### Placed cells, one color a class, run 1

Fill, decap, tap and diode cells in gray.
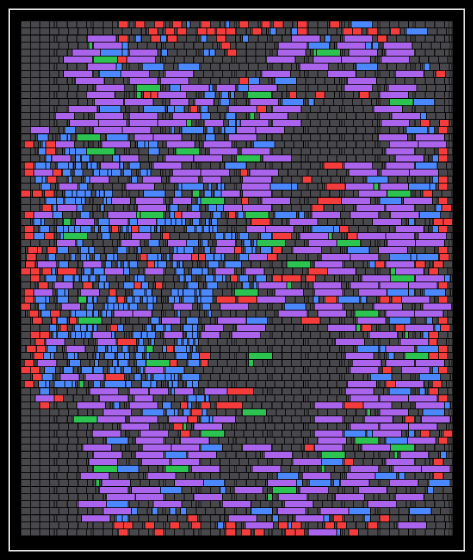
### Where the registers sit, run 1

Scale bar: 50 um. Other sequential cells in the stronger gray, the rest of the logic in the fainter gray.
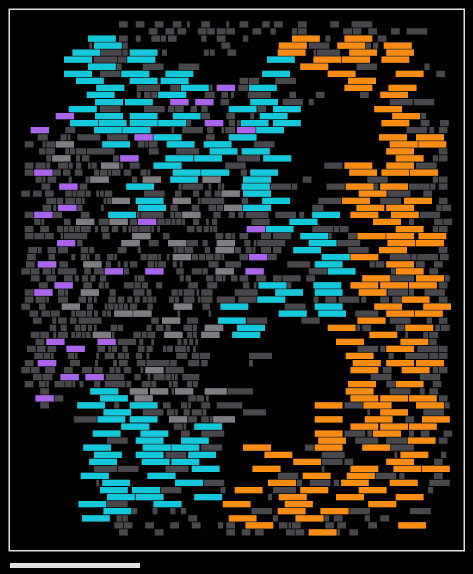
### Routed clock nets over the placement, run 1

Scale bar: 50 um.
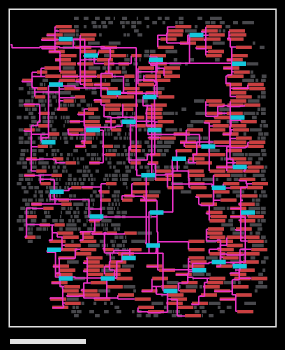
### Clock wiring as the flow saved it, run 1

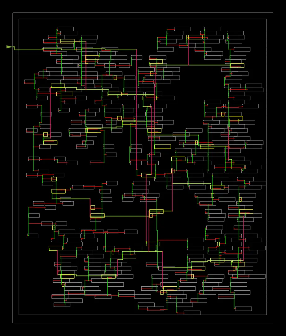
## src/rtl/ifetch_queue.sv

```systemverilog
// rtl/ifetch_queue.sv - instruction fetch queue with single-outstanding fetch FSM
//
// Purpose:
//   Issues word-aligned fetch requests to instruction memory, one at a time,
//   and buffers the returned {pc, inst} pairs in a DEPTH-entry circular FIFO.
//   A redirect flushes the queue and restarts fetching at the new target; a
//   response that is still in flight when a redirect arrives is dropped.
//
// Optional feature:
//   IFQ_BYPASS_EN - when defined, a response arriving while the queue is empty
//   is presented on inst_* in the same cycle and is not enqueued if consumed.
//
// Ports:
//   clk, reset              - clock, synchronous active-high reset
//   imem_req, imem_addr     - fetch request and word-aligned address
//   imem_ack, imem_rdata    - request completion and fetched word
//   redirect, redirect_pc   - flush and refetch from redirect_pc
//   inst_ready              - consumer accepts the head entry
//   inst_valid, inst_out,   - head entry valid, instruction, and its PC
//   pc_out                    (both zero when inst_valid is low)
//   count                   - current queue occupancy

module ifetch_queue #(
   parameter int          DEPTH    = 4,
   parameter logic [31:0] RESET_PC = 32'h0000_0000
) (
   input  logic                     clk,
   input  logic                     reset,
   output logic                     imem_req,
   output logic [31:0]              imem_addr,
   input  logic                     imem_ack,
   input  logic [31:0]              imem_rdata,
   input  logic                     redirect,
   input  logic [31:0]              redirect_pc,
   input  logic                     inst_ready,
   output logic                     inst_valid,
   output logic [31:0]              inst_out,
   output logic [31:0]              pc_out,
   output logic [$clog2(DEPTH):0]   count
);

   localparam int AW = $clog2(DEPTH);
   localparam int CW = AW + 1;

   typedef enum logic [1:0] {
      IDLE = 2'd0,
      REQ  = 2'd1,
      DROP = 2'd2
   } state_t;

   state_t          state_q, state_d;
   logic [31:0]     fetch_pc_q, fetch_pc_d;
   logic [31:0]     req_addr_q, req_addr_d;
   logic [AW-1:0]   rd_ptr_q, rd_ptr_d;
   logic [AW-1:0]   wr_ptr_q, wr_ptr_d;
   logic [CW-1:0]   count_q, count_d;
   logic [31:0]     pc_mem_q   [DEPTH];
   logic [31:0]     pc_mem_d   [DEPTH];
   logic [31:0]     inst_mem_q [DEPTH];
   logic [31:0]     inst_mem_d [DEPTH];

   logic            head_valid;
   logic            pop;
   logic            push;
   logic            consumed_direct;
   logic [CW-1:0]   occ_after_pop;
   logic [31:0]     redirect_aligned;
   logic [31:0]     addr_sel;

   assign redirect_aligned = redirect_pc & 32'hFFFF_FFFC;
   assign head_valid       = (count_q != '0);
   assign count            = count_q;

   // In IDLE the address shows where the next fetch will go; once a request
   // is launched the latched address is held, so a redirect during DROP does
   // not disturb the outstanding bus transaction.
   assign addr_sel  = (state_q == IDLE) ? fetch_pc_q : req_addr_q;
   assign imem_addr = addr_sel & 32'hFFFF_FFFC;
   assign imem_req  = (state_q == REQ) || (state_q == DROP);

   // Head presentation, optionally overridden by the same-cycle bypass.
   always_comb begin
      inst_valid      = head_valid;
      inst_out        = head_valid ? inst_mem_q[rd_ptr_q] : 32'h0;
      pc_out          = head_valid ? pc_mem_q[rd_ptr_q]   : 32'h0;
      consumed_direct = 1'b0;
`ifdef IFQ_BYPASS_EN
      if (!head_valid && (state_q == REQ) && imem_ack && !redirect) begin
         inst_valid      = 1'b1;
         inst_out        = imem_rdata;
         pc_out          = fetch_pc_q;
         consumed_direct = inst_ready;
      end
`endif
   end

   // pop only ever drains a stored entry; a bypassed word is never stored.
   assign pop  = head_valid && inst_ready;
   assign push = (state_q == REQ) && imem_ack && !redirect && !consumed_direct;

   assign occ_after_pop = count_q - CW'(pop);

   // Fetch FSM and fetch_pc sequencing.
   always_comb begin
      state_d    = state_q;
      fetch_pc_d = fetch_pc_q;
      req_addr_d = req_addr_q;

      case (state_q)
         IDLE: begin
            // A request is only launched when a slot is guaranteed free, so
            // the eventual push can never land on a full queue.
            if (redirect) begin
               state_d    = REQ;
               req_addr_d = redirect_aligned;
            end else if (occ_after_pop < CW'(DEPTH)) begin
               state_d    = REQ;
               req_addr_d = fetch_pc_q;
            end
         end
         REQ: begin
            if (imem_ack) begin
               state_d = IDLE;
               if (!redirect) begin
                  fetch_pc_d = fetch_pc_q + 32'd4;
               end
            end else if (redirect) begin
               state_d = DROP;
            end
         end
         DROP: begin
            if (imem_ack) begin
               state_d = IDLE;
            end
         end
         default: begin
            state_d = IDLE;
         end
      endcase

      if (redirect) begin
         fetch_pc_d = redirect_aligned;
      end
   end

   // Queue pointers, occupancy and storage.
   always_comb begin
      rd_ptr_d   = rd_ptr_q;
      wr_ptr_d   = wr_ptr_q;
      count_d    = count_q;
      pc_mem_d   = pc_mem_q;
      inst_mem_d = inst_mem_q;

      if (redirect) begin
         rd_ptr_d = '0;
         wr_ptr_d = '0;
         count_d  = '0;
      end else begin
         if (push) begin
            pc_mem_d[wr_ptr_q]   = fetch_pc_q;
            inst_mem_d[wr_ptr_q] = imem_rdata;
            wr_ptr_d             = wr_ptr_q + AW'(1);
         end
         if (pop) begin
            rd_ptr_d = rd_ptr_q + AW'(1);
         end
         count_d = count_q + CW'(push) - CW'(pop);
      end
   end

   always_ff @(posedge clk) begin
      if (reset) begin
         state_q    <= IDLE;
         fetch_pc_q <= RESET_PC & 32'hFFFF_FFFC;
         req_addr_q <= RESET_PC & 32'hFFFF_FFFC;
         rd_ptr_q   <= '0;
         wr_ptr_q   <= '0;
         count_q    <= '0;
      end else begin
         state_q    <= state_d;
         fetch_pc_q <= fetch_pc_d;
         req_addr_q <= req_addr_d;
         rd_ptr_q   <= rd_ptr_d;
         wr_ptr_q   <= wr_ptr_d;
         count_q    <= count_d;
      end
   end

   // Storage needs no reset: every read is qualified by count.
   always_ff @(posedge clk) begin
      pc_mem_q   <= pc_mem_d;
      inst_mem_q <= inst_mem_d;
   end

endmodule

```

## config.mk

```make
export PLATFORM = sky130hd
export DESIGN_NAME = ifetch_queue
export DESIGN_NICKNAME = d
export VERILOG_FILES = /design/src/rtl/ifetch_queue.sv
export SDC_FILE = /design/constraint.sdc
export NUM_CORES = 1
export LEC_CHECK = 0
export CORE_ASPECT_RATIO = 1.2
export CORE_MARGIN = 4
export CORE_UTILIZATION = 40
export DETAILED_ROUTE_END_ITERATION = 12
export GPL_TIMING_DRIVEN = 1
export HOLD_SLACK_MARGIN = 0.1
export PLACE_DENSITY = 0.65
export SLEW_MARGIN = 20
export SYNTH_ARGS = -nofsm -noshare
export SYNTH_HDL_FRONTEND = slang
export SYNTH_SLANG_ARGS = --single-unit
```

## constraint.sdc

```tcl
create_clock -name clk -period 3.15 [get_ports clk]
set_input_delay 0.63 -clock clk [delete_from_list [all_inputs] [get_ports clk]]
set_output_delay 0.63 -clock clk [all_outputs]
set_load 0.005 [all_outputs]
```

==> results.py, run 1 <==
# Generated from Yosys and OpenROAD reports
metrics = {
    "floorplan": {
        "die_height_um": 208,
        "num_rows": 73,
        "fp.coreArea_um2": 33100,
        "fp_util": 0.404,
        "pin_count": 170,
        "chip_area_um2": 36400,
    },
    "cells_and_area": {
        "layout.cells.non_filler": 1514,
        "layout_top_cell": "edfxtp_1",
        "drive_gt1_frac": 0.194,
        "n_fill_cell": 2834,
        "antenna_cells": 0,
        "mostFrequentLayoutCells": "edfxtp_1, clkdlybuf4s50_1, dfxtp_1",
        "comb_area_um2": 4280,
        "final_nets": 1120,
    },
    "yosys": {
        "synth_seq_share": 0.661,
        "ys_ff": 317,
        "ys_warn_count": 0,
        "syn_inst": 856,
        "ys_cells": 856,
        "synth-edff-count": 248,
        "synth_cell_types": 62,
        "synth.cell_area_um2": 13400,
        "synth_area_per_cell_um2": 15.6,
        "ys_async_sr_fraction": 0,
        "ys.flop_type": "edfxtp_1",
    },
    "place": {
        "dp_slack_ps": 378,
        "port-buffer-count": 163,
        "dp_hpwl_mm": 20.2,
        "gp_congestion": 0.805,
        "dp_cells": 1456,
    },
    "global_route": {
        "gr-total-overflow": 0,
        "grt_max_degree": 54,
        "grtUsageTotal": 0.167,
        "antenna_found_initial": 0,
        "grt_pass1_vias": 8160,
        "grt_first_pass_wirelength_mm": 48.1,
    },
    "route": {
        "vias": 8020,
        "antenna_left": 0,
        "wl_per_cell_um": 20.7,
        "wirelength_mm": 31.4,
        "drtPass1Iterations": 5,
        "viasPerCell": 5.30,
        "drc": 0,
        "drtIter0Drc": 561,
    },
    "timing": {
        "fin_crit_ps": 3050,
        "finalHoldViolCount": 0,
        "drv_slew": 0,
        "tightest_slew_ps": 730,
        "slew_headroom": 0.509,
        "max_freq_mhz": 328,
        "timing.final.ws_setup_ps": 101,
        "whs_ps": 498,
        "period_used_share": 0.968,
        "setup_viol": 0,
    },
    "power_and_ir_drop": {
        "power_density_nw_per_um2": 542,
        "power_mw": 9.15,
        "vdd_drop_max_mv": 0.355,
    },
    "critical_path": {
        "cp_data_arrival_time_ps": 2420,
        "cp_max_fo": 21,
        "start_kind": "flip-flop",
        "path_class": "reg2out",
        "crit_required_ps": 2520,
    },
    "clock_network": {
        "cts_setup_buffers": 0,
        "cts_tree": "built",
        "cts_root_buffer": "clkbuf_16",
        "h-tree-depth": 1,
        "ctsHoldBuffers": 0,
        "clockBufferDepth": 3,
    },
    "min_path": {
        "holdCritPathClass": "reg2reg",
    },
    "status": {
        "outcome": "completed",
    },
    "run": {
        "maxCapViolCount": 0,
        "tool_warnings": 34,
    },
}
-- 'Placed cells, one color a class' (at the start) --
clock drivers and dummy loads -> green  # cells 57
flops -> purple  # cells 317
other buffers and delay cells -> red  # cells 209
combinational and other logic -> blue  # cells 481

-- 'Where the registers sit' (at the start) --
`req_addr_q` -> purple  # flops 30
`pc_mem_q` -> cyan  # flops 120
`inst_mem_q` -> orange  # flops 128
Seq. cell area: 8840 um2
flop share of the area: 0.524

-- 'Routed clock nets over the placement' (at the start) --
flip-flops -> red  # count 317
clock drivers -> cyan  # count 31
clock wires -> magenta  # length 3770 um
flops lie = widely spread
clk latency late pin: 560 ps
Final Skew: 13.5 ps
clock share of power: 0.382

-- 'Clock wiring as the flow saved it' (at the start) --
clock buffer count from CTS: 31
Seq cells: 317
Clk power: 3.49 mW
# clock sinks: 317

## run 1: report_power, final
part,switching (mW),internal (mW),total (mW)
sequential,0.0969,4.63,4.73
clock,1.53,1.96,3.49
combinational,0.428,0.504,0.932
## run 1: synthesized netlist by cell type, types with 10 or more instances
cell type    n  share of area
nor2_1      55          0.015
ha_1        10         0.0094
a21oi_1     15         0.0056
mux2i_1     23          0.017
buf_2       10         0.0037
a211oi_1    37          0.021
clkbuf_1    41          0.012
nand3_1     11         0.0041
nand2_1     21         0.0059
edfxtp_1   248           0.56
nand4_1     18         0.0084
o21ai_0     11         0.0041
and2_1      66          0.031
xnor2_1     11         0.0072
mux4_2      62           0.10
dfxtp_1     69           0.10
mux2_2      30          0.025
## run 1: critical path: stages, from the launching register on
cell	delay (ps)
dfxtp_4	430
buf_16	220
mux4_2	510
and2_1	160
clkdlybuf4s50_1	500
## run 1: what timing repair did
action,in CTS,in global routing
cloned,0,1
gates resized,6,8
endpoints found under the setup margin,28,48
## run 1: cell families after synthesis
group / count (synthesis) / synth area share
other cells: 1 / 0.000281
fa+ha+maj: 11 / 0.0109
simple gates: 228 / 0.0954
xor+xnor: 16 / 0.0105
compound gates: 97 / 0.0530
mux: 115 / 0.147
buf+inv: 71 / 0.0221
flops: 317 / 0.661
## run 1: area by class of cell
cell class | count | area share
well taps | 450 | 0.0334
clock buffers | 35 | 0.0469
flip-flops and latches | 317 | 0.524
clock inverters | 22 | 0.00972
multi-input cells | 471 | 0.254
inverters | 10 | 0.00223
repair buffers | 209 | 0.130
## run 1: worst paths after layout
path | from | endpoint | slack (ps) | cells past startpoint
setup reg to reg | state_q[1] | fetch_pc_q[23] | 710 | 6
hold / removal | req_addr_q[27] | req_addr_q[27] | 500 | 2
hold reg to reg | req_addr_q[27] | req_addr_q[27] | 500 | 2
setup / recovery | rd_ptr_q[0] | pc_out[8] | 100 | 4
## run 1: routing by layer
layer | global-route usage | vias to the layer above | share of wire
met4 | 0.0360 | 0 | 0.015
met2 | 0.283 | 225 | 0.49
met5 | 0 | - | 0
met1 | 0.228 | 4053 | 0.43
met3 | 0.0294 | 38 | 0.057
li1 | - | 3704 | -
## run 1: sequential cells by signal (all words and copies together), names as in the netlist
| name | cells |
|---|---|
| wr_ptr_q | 2 |
| inst_mem_q | 128 |
| rd_ptr_q | 2 |
| req_addr_q | 30 |
| state_q | 2 |
| fetch_pc_q | 30 |
| count | 3 |
| pc_mem_q | 120 |
## run 1: per-stage QoR
| step | util | instance area [um2] |
|---|---|---|
| after floorplan | - | 13400 |
| after global placement | 0.479 | 15900 |
| after detailed placement | 0.479 | 15900 |
| after CTS | 0.508 | 16800 |
| after global routing | 0.510 | 16900 |
| final | 0.510 | 16900 |
==> run 2: changes to the inputs <==
--- a/config.mk
+++ b/config.mk
@@ -11,7 +11,8 @@
 export DETAILED_ROUTE_END_ITERATION = 12
 export GPL_TIMING_DRIVEN = 1
 export HOLD_SLACK_MARGIN = 0.1
-export PLACE_DENSITY = 0.65
+export PLACE_DENSITY_LB_ADDON = 0.25
+export RECOVER_POWER = 50
 export SLEW_MARGIN = 20
 export SYNTH_ARGS = -nofsm -noshare
 export SYNTH_HDL_FRONTEND = slang
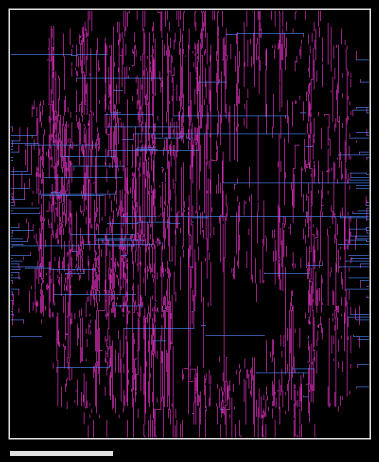
*Routed metal, one color a layer, run 2*
Scale bar: 50 um. Two of the layers only.
metal 2 -> magenta  # wire length 15400 um
metal 3 -> blue  # wire length 1800 um
routed len/inst: 20.2 um
Vias: 7954
GRT Util Overall: 0.168
WL final: 30.6 mm

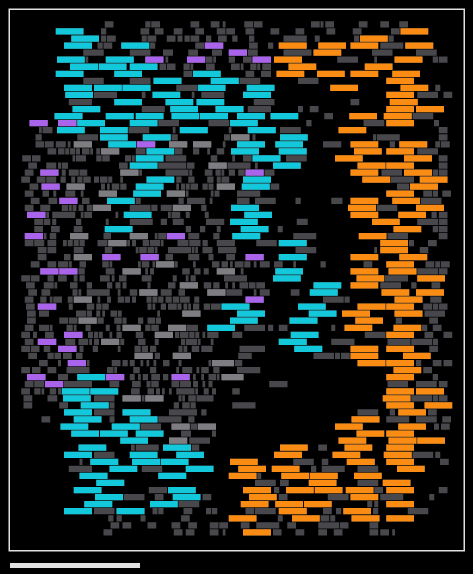
*Where the registers sit, run 2*
Scale bar: 50 um. Other sequential cells in the stronger gray, the rest of the logic in the fainter gray.
`inst_mem_q` -> orange  # flops 128
`req_addr_q` -> purple  # flops 30
`pc_mem_q` -> cyan  # flops 120
not colored = 39
seq pwr: 4.72 mW
final core occ: 0.507

==> run 2 against run 1 <==
  * Combinational power down 4.4%
  * Synthesized cell count did not move
  * Sequential cell count unchanged
  * Critical path depth did not move
  * Total power grew 2.4%
  * Sequential power hardly changed
  * Cell area down 0.59%
  * Non-clock buffer count decreased by 3
  * Synthesized area is the same
  * Setup slack better by 14 ps
  * Largest cell class unchanged
==> results.py, run 2 <==
# Generated from Yosys and OpenROAD reports
metrics = {
    "status": {
        "outcome": "completed",
    },
    "run": {
        "tool_warnings": 35,
        "maxCapViolCount": 0,
    },
    "floorplan": {
        "fp_util": 0.404,
        "die_width_um": 175,
        "chip_area_um2": 36400,
        "pin_count": 170,
        "num_rows": 73,
        "fp.coreArea_um2": 33100,
        "die_height_um": 208,
    },
    "clock_network": {
        "clockBufferDepth": 3,
        "clkTransAtPathRegs_ps": 60,
        "h-tree-depth": 1,
        "cts_root_buffer": "clkbuf_16",
        "cts_setup_buffers": 0,
        "cts_inserted_buffers": 31,
        "clock_sinks": 317,
        "cts_tree": "built",
    },
    "cells_and_area": {
        "drive_gt1_frac": 0.180,
        "regMostFlops": "inst_mem_q",
        "largestRegisters": "inst_mem_q x128, pc_mem_q x120",
        "n_fill_cell": 2887,
        "areaGrowthSynthToFinish_pct": 25.5,
        "antenna_cells": 0,
        "largest_reg_flops": 128,
        "layout_top_cell": "edfxtp_1",
        "final_nets": 1117,
        "mostFrequentLayoutCells": "edfxtp_1, clkdlybuf4s50_1, dfxtp_1",
    },
    "critical_path": {
        "slowest_stage": "mux4_2",
        "crit_required_ps": 2520,
        "critPathTopFamily": "buffers and inverters",
        "path_class": "reg2out",
        "cp_max_fo": 33,
        "start_kind": "flip-flop",
        "max_stage_delay_ps": 530,
        "cp_data_arrival_time_ps": 2410,
        "endpoint_kind": "output pin",
        "path_buffers": 2,
        "cp_cell_sequence": "buf_16 -> mux4_2 -> and2_1 -> clkdlybuf4s50_1",
    },
    "timing": {
        "timing.final.ws_setup_ps": 114,
        "drv_slew": 0,
        "rsz0062_at_grt": "true",
        "tightest_slew_ps": 1280,
        "fin_setup_tns_ps": 0,
        "slew_headroom": 0.148,
        "max_freq_mhz": 329,
        "whs_ps": 434,
        "fin_crit_ps": 3040,
        "setup_viol": 0,
        "finalHoldViolCount": 0,
        "period_used_share": 0.964,
    },
    "route": {
        "drc": 0,
        "drtPass1Iterations": 5,
        "top_layer": "met5",
        "antenna_left": 0,
        "viasPerCell": 5.26,
        "drtIter0Drc": 541,
        "met1_length_mm": 12.8,
        "route.met3.wl_mm": 1.80,
        "wl_met2_mm": 15.4,
    },
    "global_route": {
        "grt_pass1_vias": 8263,
        "gr-total-overflow": 0,
        "grt_first_pass_wirelength_mm": 48.3,
        "grt_max_degree": 61,
        "antenna_found_initial": 2,
    },
    "yosys": {
        "synth_seq_share": 0.661,
        "synth_cell_types": 62,
        "ys_ff": 317,
        "top_area_frac": 0.557,
        "ys_cells": 856,
        "synth.area.top_cells": "edfxtp_1, mux4_2, dfxtp_1",
        "top_cells_by_count": "edfxtp_1, dfxtp_1, and2_1, mux4_2, nor2_1",
        "yosysTopAreaCell": "edfxtp_1",
        "ys.flop_type": "edfxtp_1",
        "synth.cell_area_um2": 13400,
        "most_common_cell": "edfxtp_1",
        "syn_inst": 856,
        "ys_warn_count": 0,
        "yosys-stat-area_um2": 13400,
        "ys_async_sr_fraction": 0,
        "synth_area_per_cell_um2": 15.6,
        "synth-edff-count": 248,
    },
    "power_and_ir_drop": {
        "power_density_nw_per_um2": 559,
        "p_leak_nw": 5.57,
        "vdd_drop_max_mv": 0.359,
    },
    "place": {
        "dp_slack_ps": 450,
        "gp_congestion": 0.749,
        "dp_hpwl_mm": 19.2,
        "port-buffer-count": 163,
    },
    "min_path": {
        "holdCritPathClass": "in2reg",
    },
}
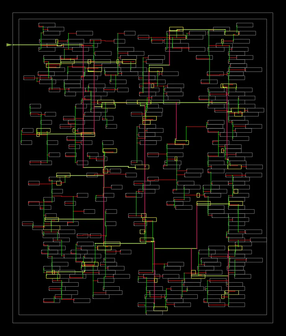
*Clock wiring as the flow saved it, run 2*
Final Skew: 12.6 ps
Clk power: 3.75 mW
clk latency late pin: 570 ps
clkbuf count: 42

## run 2: through the flow
step | utilization | cell area [um2] | instances | total power, mW
after floorplan | - | 13400 | 859 | 5.24
after global placement | 0.478 | 15800 | 1454 | 5.73
after detailed placement | 0.478 | 15800 | 1454 | 5.74
after CTS | 0.510 | 16900 | 1512 | 9.52
after global routing | 0.507 | 16800 | 1512 | 9.76
final | 0.507 | 16800 | 1512 | 9.37
## run 2: cell type report
class / instances / area, um2 / share of cell area
Tap cell: 450 / 563 / 0.0336
Clock inverter: 16 / 200 / 0.0119
Sequential cell: 317 / 8840 / 0.527
Inverter: 10 / 37.5 / 0.00224
Multi-Input combinational cell: 471 / 4270 / 0.255
Timing Repair Buffer: 206 / 2020 / 0.121
Clock buffer: 42 / 837 / 0.0499
## run 2: worst reg2reg max path, cell delays in order, from the launching register on
cell and delay, ps:
dfxtp_1 300, clkbuf_1 470, nand3_4 270, or4_1 760
or3_1 410, a311oi_1 250
## run 2: path summary, 6_finish.rpt
kind             startpoint  slack [ps]              to  cells past startpoint
min                   reset         430      state_q[1]                      2
max reg2reg   fetch_pc_q[4]         600  fetch_pc_q[15]                      5
max             rd_ptr_q[0]         110       pc_out[5]                      4
min reg2reg  req_addr_q[15]         500  req_addr_q[15]                      2
## run 2: timing repair
action / 4_1_cts / 5_1_grt
pin swaps: 0 / 0
resized: 1 / 8
hold buffers: 0 / 0
setup endpoints to repair: 17 / 14
## run 2: cells by family after synthesis
group,count (synthesis),share of synthesized area
flip-flops,317,0.661
AND/OR/NAND/NOR,228,0.0954
multiplexers,115,0.147
AND-OR/OR-AND,97,0.0530
buffers and inverters,71,0.0221
XOR/XNOR,16,0.0105
adder cells (fa/ha/maj),11,0.0109
other,1,0.000281
## run 2: where the power goes
| part | total (mW) | leakage (nW) | switching [mW] | internal, mW |
|---|---|---|---|---|
| combinational | 0.891 | 2.24 | 0.417 | 0.474 |
| clock | 3.75 | 0.505 | 1.55 | 2.20 |
| sequential | 4.72 | 2.83 | 0.0938 | 4.63 |
## run 2: per-layer routing
layer,GRT usage,vias up
li1,-,3704
met1,0.223,4006
met2,0.288,195
met3,0.0309,45
met4,0.0404,4
met5,0,-
==> run 3: changes to the inputs <==
--- a/config.mk
+++ b/config.mk
@@ -8,6 +8,7 @@
 export CORE_ASPECT_RATIO = 1.2
 export CORE_MARGIN = 4
 export CORE_UTILIZATION = 40
+export CTS_CLUSTER_SIZE = 30
 export DETAILED_ROUTE_END_ITERATION = 12
 export GPL_TIMING_DRIVEN = 1
 export HOLD_SLACK_MARGIN = 0.1
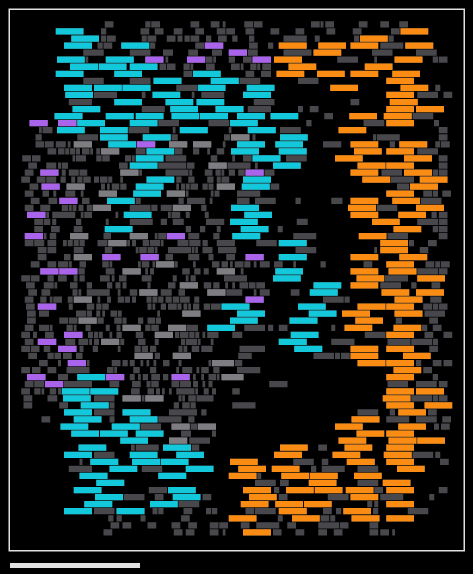
*Where the registers sit, run 3*
Scale bar: 50 um. Other sequential cells in the stronger gray, the rest of the logic in the fainter gray.
`inst_mem_q` -> orange  # flops 128
`req_addr_q` -> purple  # flops 30
`pc_mem_q` -> cyan  # flops 120

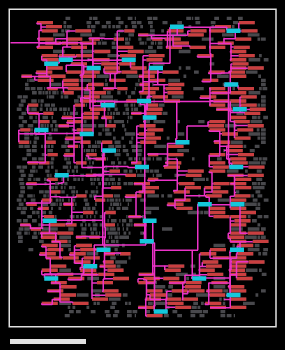
*Routed clock nets over the placement, run 3*
Scale bar: 50 um.
clock share of power: 0.401

==> run 3 against run 2 <==
  * Sequential cell count unchanged
  * Sequential share of layout area did not move
  * Maximum frequency stayed put
  * Critical endpoint unchanged
  * Clock power about the same
  * Total power unchanged
  * Cell area did not move
  * Combinational power about the same
  * Synthesized cell count unchanged
  * Setup slack did not move
==> results.py, run 3 <==
# Generated from Yosys and OpenROAD reports
metrics = {
    "status": {
        "outcome": "completed",
    },
    "yosys": {
        "synth.cell_area_um2": 13400,
        "ys.flop_type": "edfxtp_1",
        "synth_area_per_cell_um2": 15.6,
        "synth_cell_types": 62,
        "ys_warn_count": 0,
        "ys_ff": 317,
        "yosysTopAreaCell": "edfxtp_1",
        "top_cells_by_count": "edfxtp_1, dfxtp_1, and2_1, mux4_2, nor2_1",
        "ys_async_sr_fraction": 0,
        "yosys-stat-area_um2": 13400,
        "most_common_cell": "edfxtp_1",
        "synth.area.top_cells": "edfxtp_1, mux4_2, dfxtp_1",
        "ys_cells": 856,
    },
    "route": {
        "wl_met2_mm": 15.4,
        "viasPerCell": 5.26,
        "drc": 0,
        "wirelength_mm": 30.6,
        "top_layer": "met5",
        "route.met3.wl_mm": 1.80,
        "wl_per_cell_um": 20.2,
        "met1_length_mm": 12.8,
        "drtPass1Iterations": 5,
        "antenna_left": 0,
    },
    "clock_network": {
        "cts_root_buffer": "clkbuf_16",
        "worstSkewPairLatency_ps": 570,
        "clock_sinks": 317,
        "clkTransAtPathRegs_ps": 60,
        "h-tree-depth": 1,
        "clockBufferDepth": 3,
    },
    "cells_and_area": {
        "mostFrequentLayoutCells": "edfxtp_1, clkdlybuf4s50_1, dfxtp_1",
        "largest_reg_flops": 128,
        "comb_area_um2": 4270,
        "areaGrowthSynthToFinish_pct": 25.5,
        "largestRegisters": "inst_mem_q x128, pc_mem_q x120",
        "drive_gt1_frac": 0.180,
        "layout_top_cell": "edfxtp_1",
        "n_fill_cell": 2887,
        "final_nets": 1117,
    },
    "critical_path": {
        "r2r_cells": 5,
        "crit_required_ps": 2520,
        "cp_max_fo": 33,
    },
    "power_and_ir_drop": {
        "p_int_mw": 7.30,
        "p_leak_nw": 5.57,
        "vdd_drop_max_mv": 0.359,
        "power_density_nw_per_um2": 559,
        "seq_power_share": 0.504,
    },
    "place": {
        "place_area_um2": 15800,
        "port-buffer-count": 163,
        "dp_slack_ps": 450,
        "gp_congestion": 0.749,
        "dp_cells": 1454,
    },
    "global_route": {
        "antenna_found_initial": 2,
        "grt_first_pass_wirelength_mm": 48.3,
        "grtUsageTotal": 0.168,
        "grt_pass1_vias": 8263,
        "gr-total-overflow": 0,
        "grt_max_degree": 61,
    },
    "floorplan": {
        "num_rows": 73,
        "fp.coreArea_um2": 33100,
        "die_width_um": 175,
        "pin_count": 170,
    },
    "timing": {
        "fin_setup_tns_ps": 0,
        "period_used_share": 0.964,
        "fin_crit_ps": 3040,
        "max_freq_mhz": 329,
        "finClkSkew_ps": 12.6,
        "timing.final.ws_setup_ps": 114,
        "setup_viol": 0,
        "rsz0062_at_grt": "true",
    },
    "run": {
        "tool_warnings": 35,
        "maxCapViolCount": 0,
    },
}
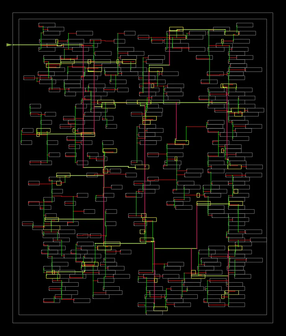
*Clock wiring as the flow saved it, run 3*

## run 3: cell counts after synthesis
Identical to the previous run, type by type.
## run 3: stage by stage
step | total power, mW | utilization | hold slack (ps)
after detailed placement | 5.74 | 0.478 | 492
after floorplan | 5.24 | - | 455
after global routing | 9.76 | 0.507 | 435
after CTS | 9.52 | 0.510 | 400
after global placement | 5.73 | 0.478 | 484
final | 9.37 | 0.507 | 434
## run 3: area by class of cell
class                      instances  share of cell area
clock buffer                      42              0.0499
timing repair buffer             206               0.121
tap                              450              0.0336
sequential                       317               0.527
multi-input combinational        471               0.255
clock inverter                    16              0.0119
inverter                          10             0.00224
## run 3: what timing repair did
item / 4_1_cts / 5_1_grt
endpoints found under the setup margin: 17 / 14
gates resized: 1 / 8
setup buffers: 0 / 0
## run 3: worst paths after layout
check                  from             end  slack [ps]
max             rd_ptr_q[0]       pc_out[5]         110
min                   reset      state_q[1]         430
max reg2reg   fetch_pc_q[4]  fetch_pc_q[15]         600
min reg2reg  req_addr_q[15]  req_addr_q[15]         500
## run 3: metal layers
layer / up-vias / GRT usage
li1: 3704 / -
met1: 4006 / 0.223
met2: 195 / 0.288
met3: 45 / 0.0309
met4: 4 / 0.0404
met5: - / 0
## run 3: cell families after synthesis
| logic type | after synthesis | share of synthesized area |
|---|---|---|
| flip-flops | 317 | 0.661 |
| AND/OR/NAND/NOR | 228 | 0.0954 |
| adder cells (fa/ha/maj) | 11 | 0.0109 |
| XOR/XNOR | 16 | 0.0105 |
| other | 1 | 0.000281 |
| multiplexers | 115 | 0.147 |
| AND-OR/OR-AND | 97 | 0.0530 |
| buffers and inverters | 71 | 0.0221 |
## run 3: critical path: stages, from the launching register on
cell             delay (ps)
dfxtp_4                 390
buf_16                  270
mux4_2                  530
and2_1                  170
clkdlybuf4s50_1         470
## run 3: power by group through the flow
stage                     logic (mW)  registers, mW  clock network, mW
after global placement         0.919           4.81                  0
after CTS                      0.932           4.72               3.87
after global routing           0.979           4.74               4.04
after floorplan                0.454           4.79                  0
final                          0.891           4.72               3.75
after detailed placement       0.924           4.81                  0
Power and IR drop assume default switching activity.
